File: config.mk
export PLATFORM = sky130hd
export DESIGN_NAME = timer_irq_bridge
export DESIGN_NICKNAME = d
export VERILOG_FILES = /design/src/rtl/timer_irq_bridge.sv
export SDC_FILE = /design/constraint.sdc
export NUM_CORES = 1
export LEC_CHECK = 0
export CAP_MARGIN = 20
export CORE_MARGIN = 4
export CORE_UTILIZATION = 27
export DETAILED_ROUTE_END_ITERATION = 7
export PLACE_DENSITY = 0.84
export SLEW_MARGIN = 20
export SYNTH_ARGS = -nofsm -noshare
export SYNTH_HDL_FRONTEND = slang
export SYNTH_SLANG_ARGS = --single-unit
File: constraint.sdc
create_clock -name clk_i -period 3.64 [get_ports clk_i]
set_input_delay 0.364 -clock clk_i [delete_from_list [all_inputs] [get_ports clk_i]]
set_output_delay 0.364 -clock clk_i [all_outputs]
set_load 0.1 [all_outputs]
File: src/rtl/timer_irq_bridge.sv
// timer_irq_bridge: CPU bus decode to NDEV timers plus an edge-capturing, fixed-priority interrupt controller
module timer_irq_bridge #(
    parameter int          NDEV     = 2,
    parameter logic [31:0] DEV_BASE = 32'h0000_7F00,
    parameter logic [31:0] PIC_BASE = 32'h0000_7F80
) (
    input  logic                 clk_i,
    input  logic                 rst_i,
    input  logic [31:0]          cpu_addr_i,
    input  logic [31:0]          cpu_wdata_i,
    input  logic                 cpu_we_i,
    input  logic                 cpu_re_i,
    output logic [31:0]          cpu_rdata_o,
    output logic                 cpu_hit_o,
    output logic [1:0]           dev_addr_o,
    output logic [31:0]          dev_wdata_o,
    output logic [NDEV-1:0]      dev_we_o,
    input  logic [32*NDEV-1:0]   dev_rdata_i,
    input  logic [NDEV-1:0]      dev_irq_i,
    output logic                 irq_o,
    output logic [2:0]           irq_id_o
);
    typedef enum logic [1:0] {IDLE, REQ, SERVICE} state_e;

    state_e          state_q, state_d;
    logic [NDEV-1:0] irq_q, mask_q, mask_d, pend_q, pend_d;
    logic [NDEV-1:0] sel, rise, w1c, ack, elig_q, elig_d;
    logic [2:0]      id_q, id_d, isv_q, isv_d;
    logic            req_q, req_d;
    logic            pic_sel, pic_we, vec_rd, eoi_wr;
    logic            unused_addr;

    function automatic logic [2:0] pick(input logic [NDEV-1:0] v);
        pick = 3'd0;
        for (int k = NDEV - 1; k >= 0; k--) if (v[k]) pick = 3'(k);
    endfunction

    for (genvar k = 0; k < NDEV; k++) begin : g_dec
        localparam logic [31:0] B = DEV_BASE + 32'(16 * k);
        assign sel[k] = cpu_addr_i[31:4] == B[31:4];
    end

    assign pic_sel     = cpu_addr_i[31:4] == PIC_BASE[31:4];
    assign cpu_hit_o   = pic_sel | (|sel);
    assign dev_addr_o  = cpu_addr_i[3:2];
    assign dev_wdata_o = cpu_wdata_i;
    assign dev_we_o    = sel & {NDEV{cpu_we_i}};
    assign pic_we      = pic_sel & cpu_we_i;
    assign vec_rd      = pic_sel & cpu_re_i & (cpu_addr_i[3:2] == 2'd2);
    assign eoi_wr      = pic_we & (cpu_addr_i[3:2] == 2'd3);
    assign irq_o       = req_q;
    assign irq_id_o    = id_q;
    assign unused_addr = ^cpu_addr_i[1:0];

    // Read-data mux: selected device word or controller register, zero when unmapped
    always_comb begin
        cpu_rdata_o = '0;
        for (int k = 0; k < NDEV; k++) if (sel[k]) cpu_rdata_o = dev_rdata_i[32*k +: 32];
        if (pic_sel)
            cpu_rdata_o = cpu_addr_i[3:2] == 2'd0 ? 32'(mask_q) :
                          cpu_addr_i[3:2] == 2'd1 ? 32'(pend_q) :
                          cpu_addr_i[3:2] == 2'd2 ? {28'b0, req_q, id_q} : 32'b0;
    end

    // Mask/pending update: a new rising edge always beats a same-cycle W1C or acknowledge
    always_comb begin
        rise   = dev_irq_i & ~irq_q;
        w1c    = (pic_we && cpu_addr_i[3:2] == 2'd1) ? cpu_wdata_i[NDEV-1:0] : '0;
        ack    = '0;
        for (int k = 0; k < NDEV; k++) ack[k] = state_q == REQ && vec_rd && id_q == 3'(k);
        mask_d = (pic_we && cpu_addr_i[3:2] == 2'd0) ? cpu_wdata_i[NDEV-1:0] : mask_q;
        pend_d = (pend_q & ~(w1c | ack)) | rise;
        elig_q = pend_q & mask_q;
        elig_d = pend_d & mask_d;
    end

    // Request FSM: raise on registered eligibility, drop as soon as the next state has none left
    always_comb begin
        state_d = state_q;
        req_d   = req_q;
        id_d    = id_q;
        isv_d   = isv_q;
        case (state_q)
            IDLE: if (|elig_q) begin
                state_d = REQ;
                req_d   = 1'b1;
                id_d    = pick(elig_q);
            end
            REQ: if (vec_rd) begin
                state_d = SERVICE;
                req_d   = 1'b0;
                isv_d   = id_q;
            end else if (!(|elig_d)) begin
                state_d = IDLE;
                req_d   = 1'b0;
            end else begin
                id_d    = pick(elig_d);
            end
            SERVICE: if (eoi_wr) state_d = IDLE;
            default: state_d = IDLE;
        endcase
    end

    // State registers with asynchronous reset
    always_ff @(posedge clk_i or posedge rst_i) begin
        if (rst_i) begin
            state_q <= IDLE;
            irq_q   <= '0;
            mask_q  <= '0;
            pend_q  <= '0;
            req_q   <= 1'b0;
            id_q    <= 3'd0;
            isv_q   <= 3'd0;
        end else begin
            state_q <= state_d;
            irq_q   <= dev_irq_i;
            mask_q  <= mask_d;
            pend_q  <= pend_d;
            req_q   <= req_d;
            id_q    <= id_d;
            isv_q   <= isv_d;
        end
    end
endmodule

==> changes_impl.md, run 1 <==
## Implementation

* Status: finished clean
* P per Cell Area at 146 nW/µm²
* GRT Residual Overflow at 0
* TritonCTS Buffers at 3
* Multi-input logic area at 945 µm²
* Sink Count at 10
* Worst reg2reg setup slack at 1.50 ns
* OpenROAD warnings at 28
* Worst vdd ir at 0.128 mV
* Iteration-0 DRC count of the detailed router at ~43
* Yosys Instances at 196
* Ports at a little over 200
* Cell Area, Synth at 1540 µm²
* CP Max Fanout at 25
* Final count of hold timing violations at 0
* F_max at 316 MHz
* Worst clock skew at 0.00204 ns
* Vias in the first global route at 1920
* Async SR Flop Fraction at 1.00
* Insertion Delay late pin at 0.25 ns
* H-tree levels at 1
* CP Launch Type: input pin
* Yosys synthesis chip area at 1540 µm²
* Drt via density at 4.70
* Seq share, synth at 0.162
* First-pass GRT wire length at 9360 µm
* Final period utilization at 0.869
* Cell Type Count at 43
* Mean post-synth cell area at roughly 7.9 µm²
* Drt pass-1 iters at 4
* Initial Util at 0.280
* Critical Path Sink Type: primary output
* Non-filler cells in the finished layout at between 300 and 400
* Worst reg2reg path depth at 7
* CTS Hold Bufs at 0
* Largest net degree at the start of global routing at 36
* Final setup viols at 0
* Clock tree root buffer cell: clkbuf_8
* HP Class: input pin to async pin
* Flop area at 250 µm²
* Setup TNS at 0 ns
* Worst Hold Slack at 0.398 ns
* Worst rel slew slack at 0.354
* CTS resizes at 0
* Flop and latch count out of synthesis at 10
* GP Congestion at 0.908
* WS Path Type: input pin to primary output
* Synth Instances at 196
* Power Total at between 0.4 and 0.5 mW
[run 1: cell usage in the layout, fill, tap and decap left out, types with 2 or more instances in the layout]
master / count
or4b_4: 2
nand3_1: 3
clkdlybuf4s50_1: 104
nand2_1: 10
buf_4: 8
o31ai_4: 2
a21oi_1: 5
nor4_1: 4
inv_1: 6
or2_1: 2
o21ai_0: 3
conb_1: 2
mux2i_1: 34
buf_12: 32
dfrtp_1: 10
nand4_1: 3
nor2_1: 38
nand4b_1: 2
clkbuf_8: 4
[run 1: cells by family (layout without fill, tap and decap cells)]
group / count (synthesis) / count (layout) / share of synthesized area
AOI/OAI and AO/OA: 22 / 22 / 0.127
buffers and inverters: 53 / 156 / 0.227
DFF: 10 / 10 / 0.162
muxes: 35 / 35 / 0.231
other: 1 / 2 / 0.00243
and+or+nand+nor: 75 / 75 / 0.251
[run 1: power breakdown]
part	internal, mW	leakage [nW]	switching [mW]
Combinational	0.122	1.13	0.0758
Sequential	0.113	0.125	0.000254
Clock	0.0955	0.0288	0.0489
[run 1: worst max-delay path by stage]
| stage | from | depth (start not counted) | to |
|---|---|---|---|
| final | cpu_addr_i[24] | 8 | cpu_rdata_o[31] |
| after global routing | cpu_addr_i[29] | 8 | cpu_rdata_o[31] |
| after CTS | cpu_addr_i[24] | 8 | cpu_rdata_o[12] |
| after detailed placement | cpu_addr_i[6] | 8 | irq_id_o[0] |
| after global placement | cpu_addr_i[6] | 8 | irq_id_o[0] |
| after floorplan | cpu_addr_i[6] | 7 | cpu_rdata_o[10] |
[run 1: sequential cells by signal, summed over array words and instances (netlist names)]
register / count
pend_q: 2
state_q: 2
irq_o: 1
mask_q: 2
irq_id_o: 1
irq_q: 2
[run 1: area by class of cell]
class | instances | share of cell area
Sequential cell | 10 | 0.0804
Timing Repair Buffer | 145 | 0.561
Multi-Input combinational cell | 134 | 0.303
Clock buffer | 4 | 0.0177
Inverter | 7 | 0.00844
Tap cell | 72 | 0.0289
[run 1: synthesized netlist by cell type (all sizes together) (2+ instances only)]
| library cell | number | share of area |
|---|---|---|
| a21oi | 5 | 0.016 |
| and2 | 2 | 0.0089 |
| buf | 39 | 0.19 |
| clkbuf | 7 | 0.017 |
| dfrtp | 10 | 0.16 |
| inv | 7 | 0.017 |
| mux2i | 34 | 0.22 |
| nand2 | 10 | 0.024 |
| nand2b | 2 | 0.0098 |
| nand3 | 3 | 0.0097 |
| nand3b | 2 | 0.012 |
| nand4 | 4 | 0.020 |
| nand4b | 2 | 0.011 |
| nor2 | 38 | 0.093 |
| nor4 | 4 | 0.016 |
| o21ai | 3 | 0.0097 |
| o31ai | 3 | 0.032 |
| or2 | 2 | 0.0081 |
| or4b | 2 | 0.018 |
[run 1: layer usage]
layer | track usage | vias to the layer above | routed length (µm)
li1 | - | 852 | -
met1 | 0.154 | 796 | 1930
met2 | 0.331 | 94 | 3550
met3 | 0.0701 | 5 | 652
met4 | 0.0307 | 0 | 47
met5 | 0 | - | 0
[run 1: worst max-delay path: stages]
cell,delay [ns]
clkdlybuf4s50_1,0.39
nor4_1,0.39
and4_1,0.38
nand3_1,0.19
or2_1,0.37
buf_4,0.26
nor2_1,0.24
buf_12,0.21
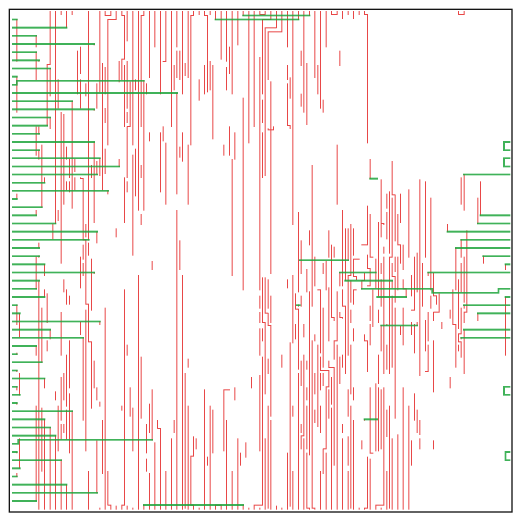
Run 1: routed metal, one colour a layer
(6 px per µm) Two of the layers only.
[met2] red | wire length: 3550 µm
[met3] green | wire length: 653 µm
Via Count: 1747
Avg WL per Cell: 16.6 µm
Detailed Route WL: 6180 µm
All-Layer GR Usage: 0.165

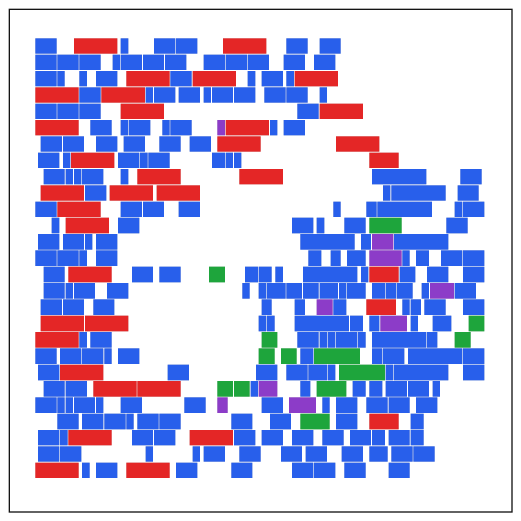
Run 1: drive-strength map
(6 px per µm)
[drive 1 or less] blue | cells: 242 | share: 81%
[drive 3 to 4] green | cells: 13 | share: 4.3%
[drive 2] purple | cells: 9 | share: 3.0%
[drive 6 and up] red | cells: 36 | share: 12%
fin worst setup slack: 0.478 ns
Non-Clock Buffer Count: 145
Area Growth Syn to Fin: 102%
Finished Cell Area: 3110 µm²

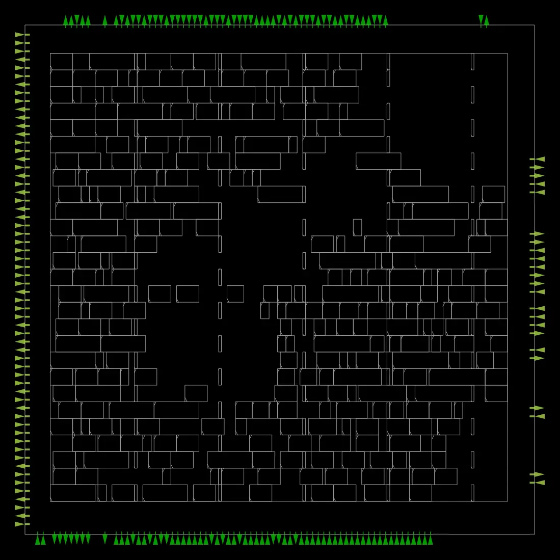
Run 1: placed standard cells
Core ar.: 5510 µm²
Fill cells: 476
fin util: 0.565

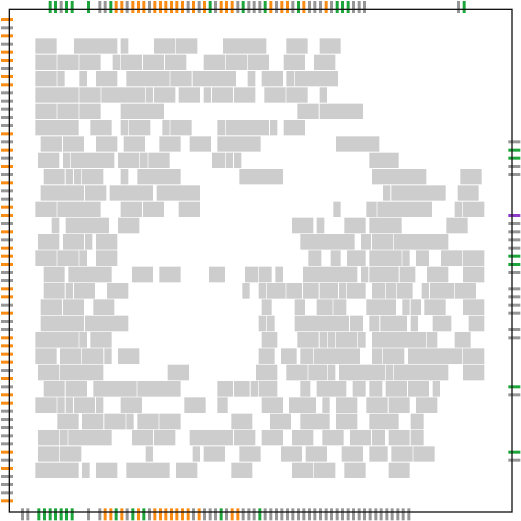
Run 1: ports around the boundary
(6 px per µm) Pins as bars across the die edge, other pins in grey.
[irq_o] purple | pins: 1 | direction: output | edge: right
[dev_rdata_i] orange | pins: 64 | direction: input | edge: 29 left, 21 top, 14 bottom
[dev_wdata_o] green | pins: 32 | direction: output | edge: 14 top, 12 bottom, 6 right
Die Y: 83.5 µm
die extent in x: 83.5 µm
# port buffers: 142

## Run 2: what changed since run 1
--- a/config.mk
+++ b/config.mk
@@ -5,6 +5,7 @@
 export SDC_FILE = /design/constraint.sdc
 export NUM_CORES = 1
 export LEC_CHECK = 0
+export ABC_CLOCK_PERIOD_IN_PS = 3640
 export CAP_MARGIN = 20
 export CORE_MARGIN = 4
 export CORE_UTILIZATION = 27
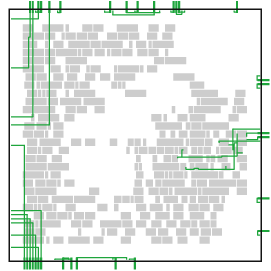
Run 2: wires at chosen ports, followed through buffers
(3 px per µm)
[dev_wdata_o] green | bits: 32 | direction: output | edge: 14 top, 12 bottom, 6 right | end cells: 0 | buffers: 4 | wire: 484 µm
Ports: 207

==> run 2 against run 1 <==
Net effect:
- combinational power is essentially flat
- clock-buffer cell count is the same
- via count unchanged
- final cell count did not move
- synthesized area did not move
- highest routed layer unchanged
- flip-flop count unchanged
- cell area stayed put
- fmax stayed put
- global-route usage unchanged
==> changes_impl.md, run 2 <==
## Implementation

* Clock tree root buffer cell: clkbuf_8
* CP Launch Type: input pin
* HP Class: input pin to async pin
* Worst rel slew slack at 0.354
* Die Y at 83.5 µm
* WS Path Type: input pin to primary output
* Status: finished clean
* Area Growth Syn to Fin at 102%
* GRT Residual Overflow at 0
* CTS Hold Bufs at 0
* Insertion Delay late pin at between 0.2 and 0.3 ns
* GP Congestion at 0.908
* Final count of hold timing violations at 0
* Final setup viols at 0
* All-Layer GR Usage at 0.165
* Avg WL per Cell at 16.6 µm
* TritonCTS Buffers at 3
* Detailed Route WL at 6180 µm
* Most common logic cells in the final layout: clkdlybuf4s50_1 (104), nor2_1 (38), mux2i_1 (34)
* Most instantiated cells after synthesis: buf_4 (38), nor2_1 (38), mux2i_1 (34)
* Iteration-0 DRC count of the detailed router at 43
* Mean post-synth cell area at 7.86 µm²
* CP Max Fanout at 25
* Core ar. at 5510 µm²
* Cell area leaders: mux2i_1 (22%), buf_4 (19%), dfrtp_1 (16%), nor2_1 (9.3%), o31ai_4 (2.8%)
* Fin worst setup slack at 0.478 ns
* Fill cells at 476
* Worst vdd ir at 0.128 mV
* Critical Path Sink Type: primary output
* H-tree levels at 1
* P per Cell Area at 146 nW/µm²
* Setup TNS at 0 ns
* Largest net degree at the start of global routing at 36
* Cell Area, Synth at 1540 µm²
* OpenROAD warnings at 28
* Post-synth top area cell: mux2i_1
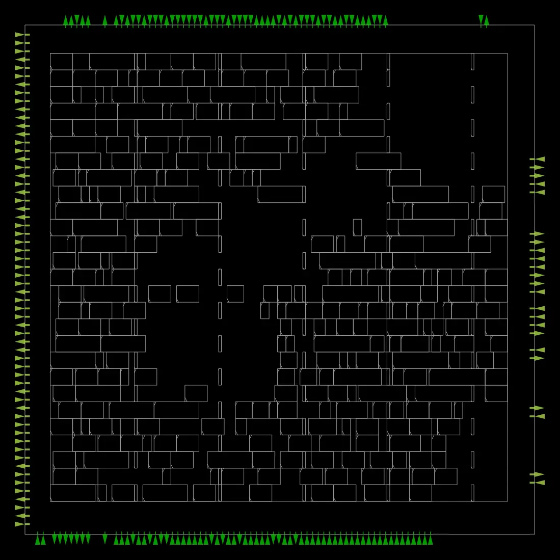
Run 2: placed standard cells
num sequential: 10
row count: 27

## run 2: critical path, cell delays in order
cell,delay [ns]
clkdlybuf4s50_1,0.39
nor4_1,0.39
and4_1,0.38
nand3_1,0.19
or2_1,0.37
buf_4,0.26
nor2_1,0.24
buf_12,0.21
## run 2: worst paths after layout
kind	start	endpoint	slack, ns	depth (start not counted)
max in group asynchronous	rst_i	pend_q[0]	2.97	2
setup / recovery	cpu_addr_i[24]	cpu_rdata_o[31]	0.48	8
hold / removal	rst_i	mask_q[1]	0.40	2
min in group clk_i	dev_irq_i[0]	irq_q[0]	0.58	1
hold reg to reg	irq_q[1]	pend_q[1]	0.58	3
setup reg to reg	state_q[1]	irq_id_o[0]	1.50	7
## run 2: report_power, final
group	switching (mW)	internal [mW]	total, mW
combinational	0.0758	0.122	0.198
clock	0.0489	0.0955	0.144
sequential	0.000254	0.113	0.113
## run 2: stage by stage
step           cells  power, mW  cell area, µm²  hold slack, ns   util
2_1_floorplan    197      0.351            1540           0.204      -
3_3_place_gp     368      0.309            3060           0.558  0.555
3_5_place_dp     368      0.312            3060           0.573  0.555
4_1_cts          372      0.456            3110           0.413  0.565
5_1_grt          372      0.472            3110           0.450  0.565
6_report         372      0.455            3110           0.398  0.565
## run 2: area by class of cell
type | instances | area [µm²] | area share
tap | 72 | 90.1 | 0.0289
inverter | 7 | 26.3 | 0.00844
clock buffer | 4 | 55.1 | 0.0177
timing repair buffer | 145 | 1750 | 0.561
sequential | 10 | 250 | 0.0804
multi-input combinational | 134 | 945 | 0.303
## run 2: logic make-up (layout without fill, tap and decap cells)
group	count (synthesis)	after routing	synth area share
buffers and inverters	53	156	0.227
other	1	2	0.00243
DFF	10	10	0.162
and+or+nand+nor	75	75	0.251
muxes	35	35	0.231
AOI/OAI and AO/OA	22	22	0.127
## run 2: metal layers
metal | up-vias | GRT usage | wire length, µm
met4 | 0 | 0.0307 | 47
met5 | - | 0 | 0
met3 | 5 | 0.0701 | 652
met1 | 796 | 0.154 | 1930
met2 | 94 | 0.331 | 3550
li1 | 852 | - | -
Run 2, drive-strength map:
(6 px per µm)
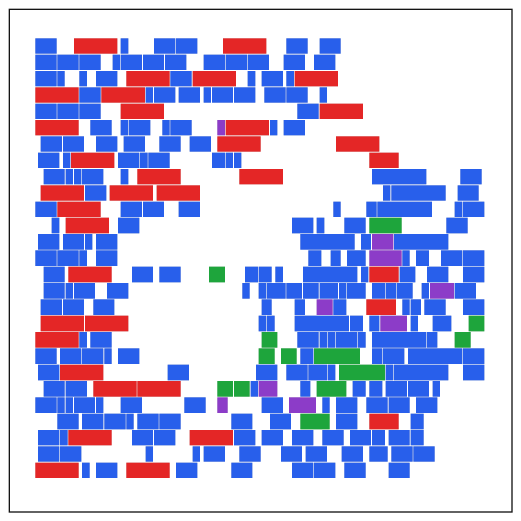

## Run 3: what changed since run 2
--- a/config.mk
+++ b/config.mk
@@ -5,12 +5,14 @@
 export SDC_FILE = /design/constraint.sdc
 export NUM_CORES = 1
 export LEC_CHECK = 0
-export ABC_CLOCK_PERIOD_IN_PS = 3640
+export ABC_CLOCK_PERIOD_IN_PS = 3900
 export CAP_MARGIN = 20
 export CORE_MARGIN = 4
 export CORE_UTILIZATION = 27
+export CTS_BUF_LIST = sky130_fd_sc_hd__clkbuf_8 sky130_fd_sc_hd__clkbuf_16
 export DETAILED_ROUTE_END_ITERATION = 7
 export PLACE_DENSITY = 0.84
+export SKIP_CTS_REPAIR_TIMING = 1
 export SLEW_MARGIN = 20
 export SYNTH_ARGS = -nofsm -noshare
 export SYNTH_HDL_FRONTEND = slang
==> constraint.sdc (replaced) <==
create_clock -name clk_i -period 3.9 [get_ports clk_i]
set_input_delay 0.39 -clock clk_i [delete_from_list [all_inputs] [get_ports clk_i]]
set_output_delay 0.39 -clock clk_i [all_outputs]
set_load 0.1 [all_outputs]
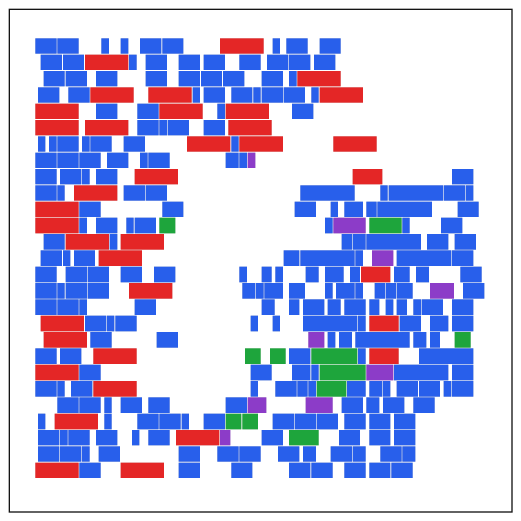
Run 3: drive-strength map
(6 px per µm)
[drive 6 and up] red | cells: 36 | share: 12%
[drive 3 to 4] green | cells: 11 | share: 3.7%
[drive 2] purple | cells: 9 | share: 3.0%
[drive 1 or less] blue | cells: 243 | share: 81%
fin worst setup slack: 0.624 ns
Finished Cell Area: 3110 µm²
Non-Clock Buffer Count: 144

==> run 3 against run 2 <==
Net effect:
- sequential power shrank 7%
- worst setup slack gained 0.15 ns
- largest cell class unchanged
- register-to-register slack gained 0.21 ns
- flip-flop count is the same
- critical path type unchanged
- via count grew 1.8%
- utilization shrank 0.091 points
- combinational power shrank 7%
- die area is the same
- first-iteration DRC count grew 77%
==> changes_impl.md, run 3 <==
## Implementation

* H-tree levels at 1
* Core ar. at roughly 5500 µm²
* Most common logic cells in the final layout: clkdlybuf4s50_1 (105), nor2_1 (38), mux2i_1 (34)
* Placed cells at 367
* Synth Instances at a little under 200
* Worst clock skew at roughly 0.0020 ns
* Row count at 27
* Multi-input logic area at 945 µm²
* Sink Count at 10
* Cell Type Count at 43
* HP Class: input pin to async pin
* Clock tree root buffer cell: clkbuf_8
* Setup TNS at 0 ns
* Dominant cell area share at 0.221
* WS Path Type: input pin to primary output
* Mean post-synth cell area at 7.86 µm²
* TritonCTS Buffers at 3
* Die Y at 83.5 µm
* Status: finished clean
* Critical Path Sink Type: primary output
* Via Count at about 1800
* Flop area at 250 µm²
* Cell area leaders: mux2i_1 (22%), buf_4 (19%), dfrtp_1 (16%), nor2_1 (9.3%), o31ai_4 (2.8%)
* Area Growth Syn to Fin at 102%
* Ports at 207
* Final setup viols at 0
* OpenROAD warnings at 28
* First-pass GRT wire length at 9870 µm
* Die extent in x at 83.5 µm
* Flop and latch count out of synthesis at 10
* P per Cell Area at 135 nW/µm²
* Async SR Flop Fraction at 1.00
* Non-filler cells in the finished layout at 371
* Initial Util at 0.280
* CP Max Fanout at 20
* Largest net degree at the start of global routing at 36
* Worst vdd ir at 0.116 mV
* Worst setup startpoint: cpu_addr_i[24]
* Final count of hold timing violations at 0
* Yosys Instances at 196
* Top cell excl fill/tap: clkdlybuf4s50_1
* Most instantiated cells after synthesis: buf_4 (38), nor2_1 (38), mux2i_1 (34)
* Seq share, synth at 0.162
* CP Launch Type: input pin
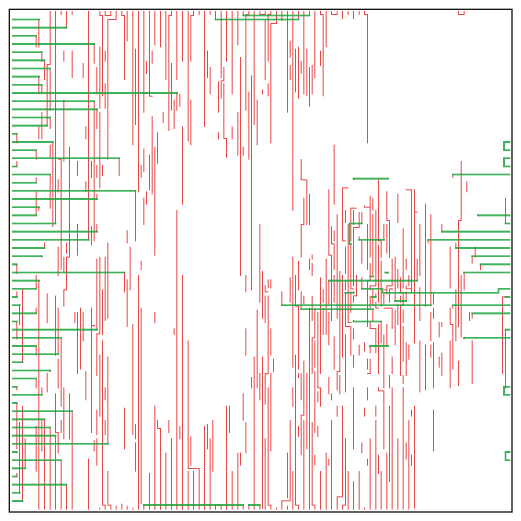
Run 3: routed metal, one colour a layer
(6 px per µm) Two of the layers only.
[met2] red | wire length: 3510 µm
[met3] green | wire length: 656 µm
Avg WL per Cell: 16.8 µm
All-Layer GR Usage: 0.174

-- run 3: cell counts after synthesis --
Identical to the previous run, type by type.
-- run 3: metal layers --
| metal | track usage | up-vias | part of all wire |
|---|---|---|---|
| met5 | 0 | - | 0 |
| li1 | - | 857 | - |
| met4 | 0.0249 | 0 | 0.0050 |
| met3 | 0.0642 | 5 | 0.11 |
| met1 | 0.177 | 809 | 0.33 |
| met2 | 0.343 | 107 | 0.56 |
-- run 3: cell families (layout without fill, tap and decap cells) --
logic type / after synthesis / after routing / synth area share
AND/OR/NAND/NOR: 75 / 75 / 0.251
multiplexers: 35 / 35 / 0.231
flip-flops: 10 / 10 / 0.162
AND-OR/OR-AND: 22 / 22 / 0.127
buffers and inverters: 53 / 155 / 0.227
other: 1 / 2 / 0.00243
-- run 3: final timing paths --
check	to	slack, ns	depth (start not counted)
worst max-delay path	cpu_rdata_o[6]	0.62	8
worst min register to register	mask_q[0]	0.58	2
worst max register to register	irq_id_o[0]	1.71	7
min in group clk_i	mask_q[0]	0.58	2
worst min-delay path	irq_id_o[0]	0.44	2
max in group asynchronous	irq_q[1]	3.18	2
-- run 3: power breakdown --
part           total (mW)  internal (mW)  switching, mW  leakage, nW
Sequential          0.105          0.105       0.000290        0.125
Clock               0.130         0.0888         0.0411       0.0288
Combinational       0.185          0.114         0.0709         1.13
-- run 3: through the flow --
step / utilization / cell area, µm² / setup WS [ns]
floorplan: - / 1540 / 0.534
global placement: 0.554 / 3050 / 0.663
detailed placement: 0.554 / 3050 / 0.548
CTS: 0.564 / 3110 / 0.591
global route: 0.564 / 3110 / 0.377
finish: 0.564 / 3110 / 0.624
-- run 3: area by class of cell --
type | instances | share of cell area
clock buffers | 4 | 0.0177
inverters | 7 | 0.00845
multi-input cells | 134 | 0.304
flip-flops and latches | 10 | 0.0805
well taps | 72 | 0.0290
repair buffers | 144 | 0.560
-- run 3: worst max-delay path: stages --
cell	delay (ns)
clkdlybuf4s50_1	0.40
nor4_1	0.38
and4_1	0.36
nand3_1	0.17
or2_1	0.44
buf_4	0.29
nor2_1	0.22
buf_12	0.21
No activity file was given, so power comes from the tool's default toggle rates.
